[config.mk]
export PLATFORM = sky130hd
export DESIGN_NAME = even_count_monitor
export DESIGN_NICKNAME = d
export VERILOG_FILES = /design/src/rtl/even_count_monitor.sv
export SDC_FILE = /design/constraint.sdc
export NUM_CORES = 1
export LEC_CHECK = 0
export ABC_AREA = 1
export CORE_MARGIN = 4
export CORE_UTILIZATION = 36
export DETAILED_ROUTE_END_ITERATION = 7
export GPL_TIMING_DRIVEN = 0
export HOLD_SLACK_MARGIN = 0.1
export PLACE_DENSITY_LB_ADDON = 0.05
export SLEW_MARGIN = 0
export SYNTH_ARGS = -nofsm -noshare
export SYNTH_HDL_FRONTEND = slang
export SYNTH_SLANG_ARGS = --single-unit
[constraint.sdc]
create_clock -name clock -period 1.9 [get_ports clock]
set_input_delay 0.19 -clock clock [delete_from_list [all_inputs] [get_ports clock]]
set_output_delay 0.19 -clock clock [all_outputs]
set_load 0.02 [all_outputs]
[src/rtl/even_count_monitor.sv]
// Passive checker for a 4-bit even up/down counter: recovers the counting
// direction from the sampled bus and flags every transition the counter cannot make.
module even_count_monitor (
    input  logic       clock,
    input  logic       reset,
    input  logic       A,
    input  logic       B,
    input  logic       C,
    input  logic       D,
    output logic       locked,
    output logic       up,
    output logic       down,
    output logic       err,
    output logic       rev,
    output logic [3:0] errcnt
);

    typedef enum logic [1:0] {
        IDLE = 2'd0,
        SYNC = 2'd1,
        LOCK = 2'd2
    } state_t;

    state_t     state;
    state_t     state_next;
    logic [3:0] prev;
    logic [3:0] prev_next;
    logic [3:0] errcnt_next;
    logic       up_next;
    logic       down_next;
    logic       err_next;
    logic       rev_next;

    logic [3:0] sample;
    logic       odd;
    logic       step_up;
    logic       step_down;
    logic       legal;

    assign sample = {A, B, C, D};
    assign odd    = D;

    // Comparisons are 4 bits wide, so 14->0 and 0->14 wrap naturally.
    assign step_up   = (sample == prev + 4'd2);
    assign step_down = (sample == prev - 4'd2);
    assign legal     = !odd && (step_up || step_down);

    always_comb begin
        state_next = state;
        prev_next  = prev;
        up_next    = up;
        down_next  = down;
        err_next   = 1'b0;
        rev_next   = 1'b0;

        case (state)
            IDLE: begin
                if (odd) begin
                    err_next = 1'b1;
                end else begin
                    prev_next  = sample;
                    state_next = SYNC;
                end
            end

            SYNC: begin
                if (odd) begin
                    err_next   = 1'b1;
                    state_next = IDLE;
                end else if (legal) begin
                    prev_next  = sample;
                    up_next    = step_up;
                    down_next  = step_down;
                    state_next = LOCK;
                end else begin
                    err_next  = 1'b1;
                    prev_next = sample;
                end
            end

            LOCK: begin
                if (odd) begin
                    err_next   = 1'b1;
                    up_next    = 1'b0;
                    down_next  = 1'b0;
                    state_next = IDLE;
                end else if (legal) begin
                    prev_next = sample;
                    up_next   = step_up;
                    down_next = step_down;
                    // While locked exactly one of up/down is set, so comparing
                    // against the old up flag detects any reversal.
                    rev_next  = (step_up != up);
                end else begin
                    err_next   = 1'b1;
                    up_next    = 1'b0;
                    down_next  = 1'b0;
                    prev_next  = sample;
                    state_next = SYNC;
                end
            end

            default: begin
                up_next    = 1'b0;
                down_next  = 1'b0;
                state_next = IDLE;
            end
        endcase

        errcnt_next = errcnt;
        if (err_next && (errcnt != 4'hF)) begin
            errcnt_next = errcnt + 4'd1;
        end
    end

    // locked is registered from the next state so it never lags the FSM.
    always_ff @(posedge clock or negedge reset) begin
        if (!reset) begin
            state  <= IDLE;
            prev   <= 4'd0;
            locked <= 1'b0;
            up     <= 1'b0;
            down   <= 1'b0;
            err    <= 1'b0;
            rev    <= 1'b0;
            errcnt <= 4'd0;
        end else begin
            state  <= state_next;
            prev   <= prev_next;
            locked <= (state_next == LOCK);
            up     <= up_next;
            down   <= down_next;
            err    <= err_next;
            rev    <= rev_next;
            errcnt <= errcnt_next;
        end
    end

endmodule
Figure 1. Signal wires by layer (run 1).
Scale bar: 20 µm.
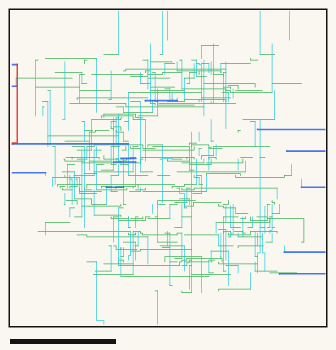
Key: M3 = blue [wire length 86.0 µm]; M1 = green [wire length 1030 µm]; M2 = cyan [wire length 782 µm]; M4 = red [wire length 15.9 µm]

Figure 2. Close-up of the layout (run 1).
Scale bar: 5 µm. Window x 20 to 40, y 32 to 52 µm. Cells in gray, sequential cells in the stronger gray; small squares are vias.
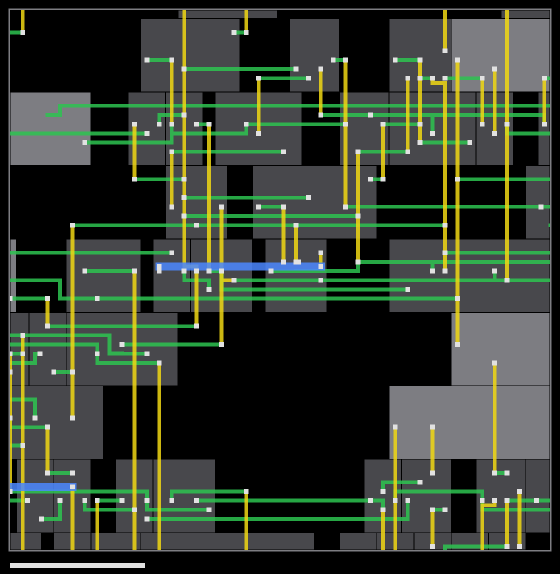
Key: M2 = yellow; M1 = green; M3 = blue
Netlist names of flops here include `rev` (1). Most frequent: nand2_1 (7), inv_1 (4), nand4_1 (3). Sequential cells in the window: 1. 30 logic cells have their middle in the window.

Figure 3. Sequential cells colored by netlist name (run 1).
Scale bar: 20 µm.
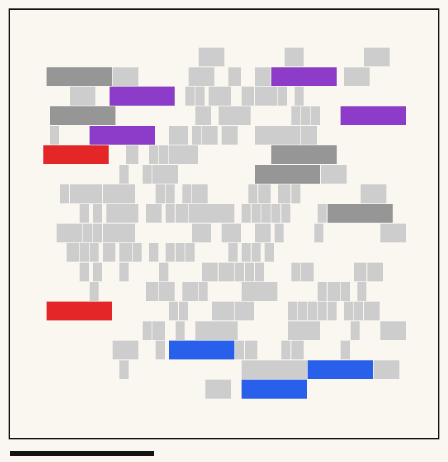
Key: `errcnt` = purple [flops 4]; `state` = red [flops 2]; `prev` = blue [flops 3]
final core occ: 48.80%
flop share of the area: 28.72%
register area: 350.3 µm²
seq pwr: 454 µW

==> run 1: cell type report <==
type                       instances  area share [%]
clock buffer                       4           2.974
inverter                          23           7.077
multi-input combinational         95           45.44
sequential                        14           28.72
tap                               30           3.077
timing repair buffer              16           12.72
==> run 1: stage by stage <==
| step | util [%] | worst slack (ns) | hold WS, ns | instance area [µm²] | setup TNS, ns |
|---|---|---|---|---|---|
| after floorplan | - | 0.2867 | -0.1056 | 958.4 | 0 |
| after global placement | 45.45 | 0.1414 | 0.4694 | 1136 | 0 |
| after detailed placement | 45.45 | 0.1072 | 0.4749 | 1136 | 0 |
| after CTS | 46.90 | 0.07600 | 0.3329 | 1172 | 0 |
| after global routing | 48.80 | -0.01866 | 0.3446 | 1220 | -0.02621 |
| final | 48.80 | 0.1553 | 0.3165 | 1220 | 0 |
==> run 1: flip-flops by register name (all words and copies together), names as in the netlist <==
register and cells:
state 2, locked 1, down 1, up 1
rev 1, prev 3, err 1, errcnt 4
==> run 1: critical path, stage by stage (launching register included) <==
cell	delay (ns)
dfrtp_1	0.42
inv_1	0.15
ha_4	0.24
xnor2_2	0.19
nand2_2	0.08
inv_1	0.07
nand2_2	0.09
nand3_4	0.09
nand2_4	0.08
buf_4	0.14
nand4_1	0.06
nand2_1	0.06
==> run 1: power by group <==
part	internal (µW)	switching [µW]	total, µW
Sequential	376	77.9	454
Clock	116	103	220
Combinational	338	424	762
==> run 1: cell families after synthesis <==
group                    Yosys count
buffers and inverters             23
AND/OR/NAND/NOR                   76
XOR/XNOR                           4
flip-flops                        14
adder cells (fa/ha/maj)            7
AND-OR/OR-AND                      8
==> run 1: layer usage <==
layer	global-route usage (%)	vias up
li1	-	451
met1	18.83	369
met2	18.10	16
met3	2.832	2
met4	4.747	0
met5	0	-
==> flow_summary.toml, run 1 <==
# physical design summary
[setup_path]
cp.arrival_ns = 1.92
r2r-end = "errcnt[2]$_DFFE_PN0P_"
setup.worst_path.start = "prev[1]$_DFFE_PN0P_"
cp_max_fo = 5
r2r_start = "prev[1]$_DFFE_PN0P_"

[final_timing]
rsz0062_at_grt = "yes"
finalHoldViolations = 0
skew_ns = 0.004796
tightest_slew_ns = 0.6865

[placement]
post-place-cells = 176
dp_hpwl_mm = 1.518

[logic_synthesis]
synthTopLogicFamily = "simple AND/OR/NAND/NOR gates"
top_area_share_pct = 36.55
synth_area_um2 = 958.4
fp_nets = 145
synth.distinct_cells = 20
ff_type = "dfrtp_1"
ys_sh_simple_pct = 37.34
synthTopCellsByArea = "dfrtp_1 (37%), nand2_1 (14%), ha_1 (9.1%)"

[layout]
layout.nets = 166
drive_gt1_share_pct = 15.79
finalNonFillerCells = 182

[power]
power_uw = 1436
vdd_drop_max_mv = 0.7445

[routing]
dr_wl_met2_um = 782
first_pass_iters = 4
wl_per_cell_um = 10.54
met1_length_mm = 1.034
wl_met3_um = 86
finalWirelength_mm = 1.918
dr.max_layer_used = "met4"

[hold_path]
hp-class = "primary input to asynchronous set/reset pin"

[clock_tree]
cts_hold_buf = 0
cts_tree = "built"
clk_pin_slew_ns = 0.09
clock-sinks = 14
cts_buffer_depth = 2

[run_status]
outcome = "finished, final reports clean"

[die]
die_y_um = 59.60
rows = 18
initial_utilization_pct = 38.34
io_pins = 15

[global_routing]
overflow = 0
grt_max_degree = 15
gr-usage-all-layers_pct = 12.79
## Run 2: what changed since run 1
--- a/config.mk
+++ b/config.mk
@@ -9,6 +9,7 @@
 export CORE_MARGIN = 4
 export CORE_UTILIZATION = 36
 export DETAILED_ROUTE_END_ITERATION = 7
+export GPL_ROUTABILITY_DRIVEN = 0
 export GPL_TIMING_DRIVEN = 0
 export HOLD_SLACK_MARGIN = 0.1
 export PLACE_DENSITY_LB_ADDON = 0.05
Figure 4. Close-up of the layout (run 2).
Scale bar: 5 µm. Window x 20 to 40, y 32 to 52 µm. Cells in gray, sequential cells in the stronger gray; small squares are vias.
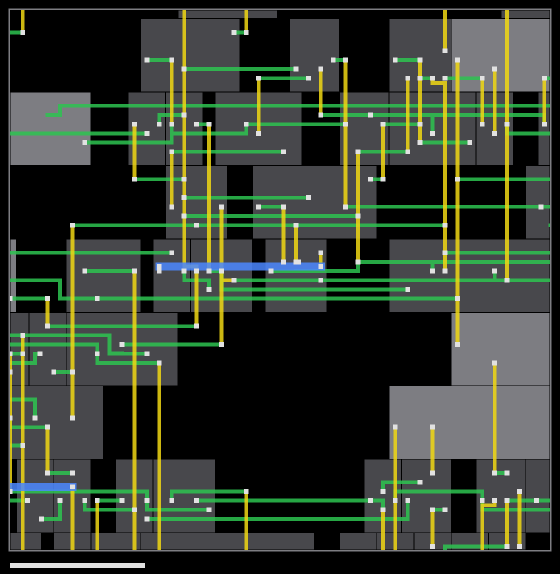
Key: M1 = green; M2 = yellow; M3 = blue
Most frequent: nand2_1 (7), inv_1 (4), nand4_1 (3). Netlist names of flops here include `rev` (1). Sequential cells in the window: 1. 30 logic cells have their middle in the window.

Figure 5. Sequential cells colored by netlist name (run 2).
Scale bar: 20 µm.
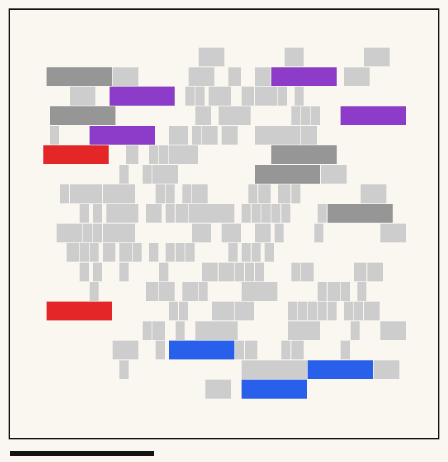
Key: `prev` = blue [flops 3]; `errcnt` = purple [flops 4]; `state` = red [flops 2]
Another 5 sequential cells are not colored.

==> flow_summary.toml, run 2 <==
# physical design summary
[setup_path]
critPathTopFamily = "simple AND/OR/NAND/NOR gates"
r2r_start = "prev[1]$_DFFE_PN0P_"
worst-path-stages = 11
setup.worst_path.start = "prev[1]$_DFFE_PN0P_"
path_cells = "inv_1 > ha_4 > xnor2_2 > nand2_2 > inv_1 > nand2_2 > nand3_4 > nand2_4 > buf_4 > nand4_1 > nand2_1"

[die]
io_pins = 15
initial_utilization_pct = 38.34
rows = 18

[logic_synthesis]
synthTopCellsByArea = "dfrtp_1 (37%), nand2_1 (14%), ha_1 (9.1%)"
synthTopLogicFamily = "simple AND/OR/NAND/NOR gates"
fp_nets = 145
synth.distinct_cells = 20

[power]
pg_clk_uw = 220
seq_cell_power_uw = 454
p_int_uw = 830.5
power_leader = "combinational logic"
pwr-share-seq_pct = 31.6

[placement]
dp_hpwl_mm = 1.518
post-place-cells = 176

[routing]
wl_met3_um = 86
first_pass_iters = 4
dr_wl_met2_um = 782
met1_length_mm = 1.034
wl_per_cell_um = 10.54

[clock_tree]
clk_pin_slew_ns = 0.09
cts_tree = "built"

[layout]
largestRegisters = "errcnt (4), prev (3), state (2)"
finalNonFillerCells = 182
final_util_pct = 48.80
largest_reg_flops = 4

[final_timing]
rsz0062_at_grt = "yes"
tightest_slew_ns = 0.6865

[global_routing]
grt_max_degree = 15
overflow = 0

[run_status]
outcome = "finished, final reports clean"
run 2: kinds of logic after synthesis:
family,Yosys count
AND/OR/NAND/NOR,76
buffers and inverters,23
flip-flops,14
AND-OR/OR-AND,8
adder cells (fa/ha/maj),7
XOR/XNOR,4
run 2: final cells by class:
| cell class | instances | area (µm²) | share of cell area (%) |
|---|---|---|---|
| multi-input combinational | 95 | 554.3 | 45.44 |
| clock buffer | 4 | 36.28 | 2.974 |
| tap | 30 | 37.54 | 3.077 |
| inverter | 23 | 86.33 | 7.077 |
| timing repair buffer | 16 | 155.1 | 12.72 |
| sequential | 14 | 350.3 | 28.72 |
run 2: through the flow:
stage | power (µW) | area, µm² | setup TNS (ns) | setup slack, ns | hold WS, ns
after floorplan | 941.8 | 958.4 | 0 | 0.2867 | -0.1056
after global placement | 1161 | 1136 | 0 | 0.1414 | 0.4694
after detailed placement | 1169 | 1136 | 0 | 0.1072 | 0.4749
after CTS | 1397 | 1172 | 0 | 0.07600 | 0.3329
after global routing | 1586 | 1220 | -0.02621 | -0.01866 | 0.3446
final | 1436 | 1220 | 0 | 0.1553 | 0.3165
run 2: worst reg2reg max path, stage by stage, from the launching register on:
cell and delay [ns]:
dfrtp_1 0.42, inv_1 0.15, ha_4 0.24, xnor2_2 0.19, nand2_2 0.08, inv_1 0.07
nand2_2 0.09, nand3_4 0.09, nand2_4 0.08, buf_4 0.14, nand4_1 0.06, nand2_1 0.06
run 2: what timing repair did:
action / CTS / global route
gates resized: 0 / 5
hold buffers: 0 / 0
buffers inserted: 0 / 2
endpoints found under the setup margin: 0 / 9
run 2: layer usage:
| metal | track usage [%] | vias to the layer above |
|---|---|---|
| li1 | - | 451 |
| met1 | 18.83 | 369 |
| met4 | 4.747 | 0 |
| met3 | 2.832 | 2 |
| met5 | 0 | - |
| met2 | 18.10 | 16 |
## Run 3: what changed since run 2
--- a/config.mk
+++ b/config.mk
@@ -6,6 +6,7 @@
 export NUM_CORES = 1
 export LEC_CHECK = 0
 export ABC_AREA = 1
+export CAP_MARGIN = 20
 export CORE_MARGIN = 4
 export CORE_UTILIZATION = 36
 export DETAILED_ROUTE_END_ITERATION = 7
Figure 6. Sequential cells colored by netlist name (run 3).
Scale bar: 20 µm.
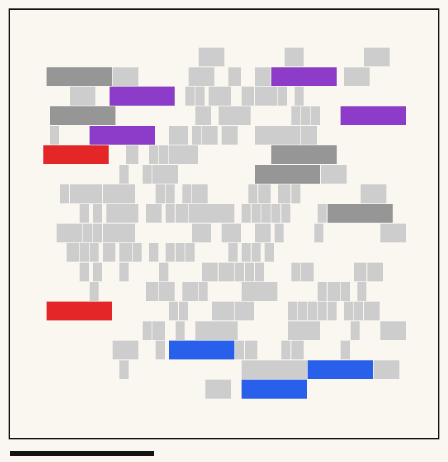
Key: `errcnt` = purple [flops 4]; `prev` = blue [flops 3]; `state` = red [flops 2]

Figure 7. Close-up of the layout (run 3).
Scale bar: 5 µm. Window x 20 to 40, y 32 to 52 µm. Cells in gray, sequential cells in the stronger gray; small squares are vias.
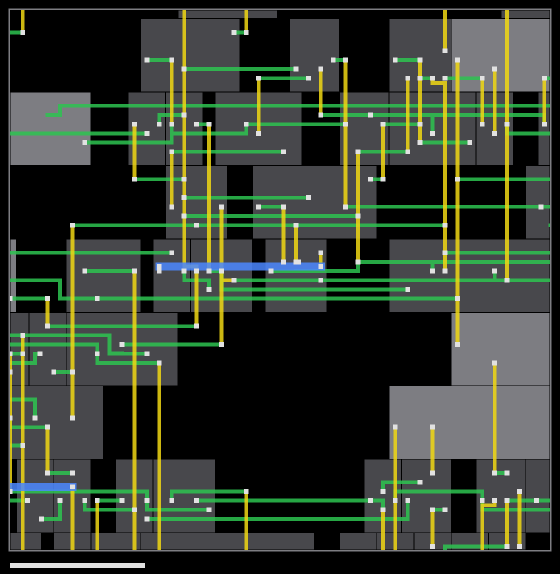
Key: M2 = yellow; M3 = blue; M1 = green
Sequential cells in the window: 1. 30 logic cells have their middle in the window. Netlist names of flops here include `rev` (1). Most frequent: nand2_1 (7), inv_1 (4), nand4_1 (3).

==> flow_summary.toml, run 3 <==
# physical design summary
[setup_path]
cpMaxStageDelayCell = "dfrtp_1"
critPathTopFamily = "simple AND/OR/NAND/NOR gates"
path_cells = "inv_1 > ha_4 > xnor2_2 > nand2_2 > inv_1 > nand2_2 > nand3_4 > nand2_4 > buf_4 > nand4_1 > nand2_1"
crit_path_max_incr_delay_ns = 0.42

[routing]
first_pass_iters = 4
wl_per_cell_um = 10.54

[layout]
largestRegisters = "errcnt (4), prev (3), state (2)"
largest_reg_flops = 4
layout.nets = 166
regMostFlops = "errcnt"
finalNonFillerCells = 182

[global_routing]
gr-usage-all-layers_pct = 12.79
grt_max_degree = 15

[final_timing]
tightest_slew_ns = 0.6865
fin_tns_setup_ns = 0
skew_ns = 0.004796
finalHoldViolations = 0
fin_ws_ns = 0.1553

[logic_synthesis]
synth_area_um2 = 958.4
ff_type = "dfrtp_1"
fp_nets = 145
synth.distinct_cells = 20
synthTopCellsByArea = "dfrtp_1 (37%), nand2_1 (14%), ha_1 (9.1%)"

[die]
io_pins = 15
die_y_um = 59.60

[placement]
dp_hpwl_mm = 1.518
post-place-ws_ns = 0.1072

[power]
vdd_drop_max_mv = 0.7445
power_uw = 1436

[hold_path]
hp-class = "primary input to asynchronous set/reset pin"

[run_status]
outcome = "finished, final reports clean"
==> run 3: cell counts after synthesis <==
Identical to the previous run, type by type.
==> run 3: power breakdown <==
group          internal, µW  total [µW]  leakage, µW  switching, µW
clock network           116         220    0.0000210            103
registers               376         454     0.000179           77.9
logic                   338         762     0.000440            424
total                   831        1440     0.000640            605
==> run 3: path summary, 6_finish.rpt <==
kind / depth (start not counted) / endpoint / from / slack (ns)
max in group asynchronous: 1 / errcnt[1]$_DFFE_PN0P_ / reset / 1.14
max: 11 / errcnt[2]$_DFFE_PN0P_ / prev[1]$_DFFE_PN0P_ / 0.16
min in group clock: 2 / down$_DFFE_PN0P_ / down$_DFFE_PN0P_ / 0.49
max reg2reg: 11 / errcnt[2]$_DFFE_PN0P_ / prev[1]$_DFFE_PN0P_ / 0.16
min: 1 / prev[3]$_DFFE_PN0P_ / reset / 0.32
min reg2reg: 2 / down$_DFFE_PN0P_ / down$_DFFE_PN0P_ / 0.49
==> run 3: what timing repair did <==
| item | in CTS | in global routing |
|---|---|---|
| gates resized | 0 | 5 |
| hold buffers | 0 | 0 |
| setup buffers | 0 | 2 |
| endpoints found under the setup margin | 0 | 9 |
==> run 3: logic make-up after synthesis <==
logic type	after synthesis	share of synthesized area (%)
simple gates	76	37.34
flops	14	36.55
compound gates	8	4.307
xor+xnor	4	3.656
fa+ha+maj	7	9.138
buf+inv	23	9.008
==> run 3: area by class of cell <==
type	count	area (µm²)
Timing Repair Buffer	16	155.1
Fill cell	242	1280
Clock buffer	4	36.28
Tap cell	30	37.54
Inverter	23	86.33
Sequential cell	14	350.3
Multi-Input combinational cell	95	554.3
==> run 3: layer usage <==
metal,track usage (%),vias up,wire [µm]
met3,2.832,2,86
met1,18.83,369,1034
met4,4.747,0,15
li1,-,451,-
met5,0,-,0
met2,18.10,16,782
Power is estimated from default activity; no workload was simulated.
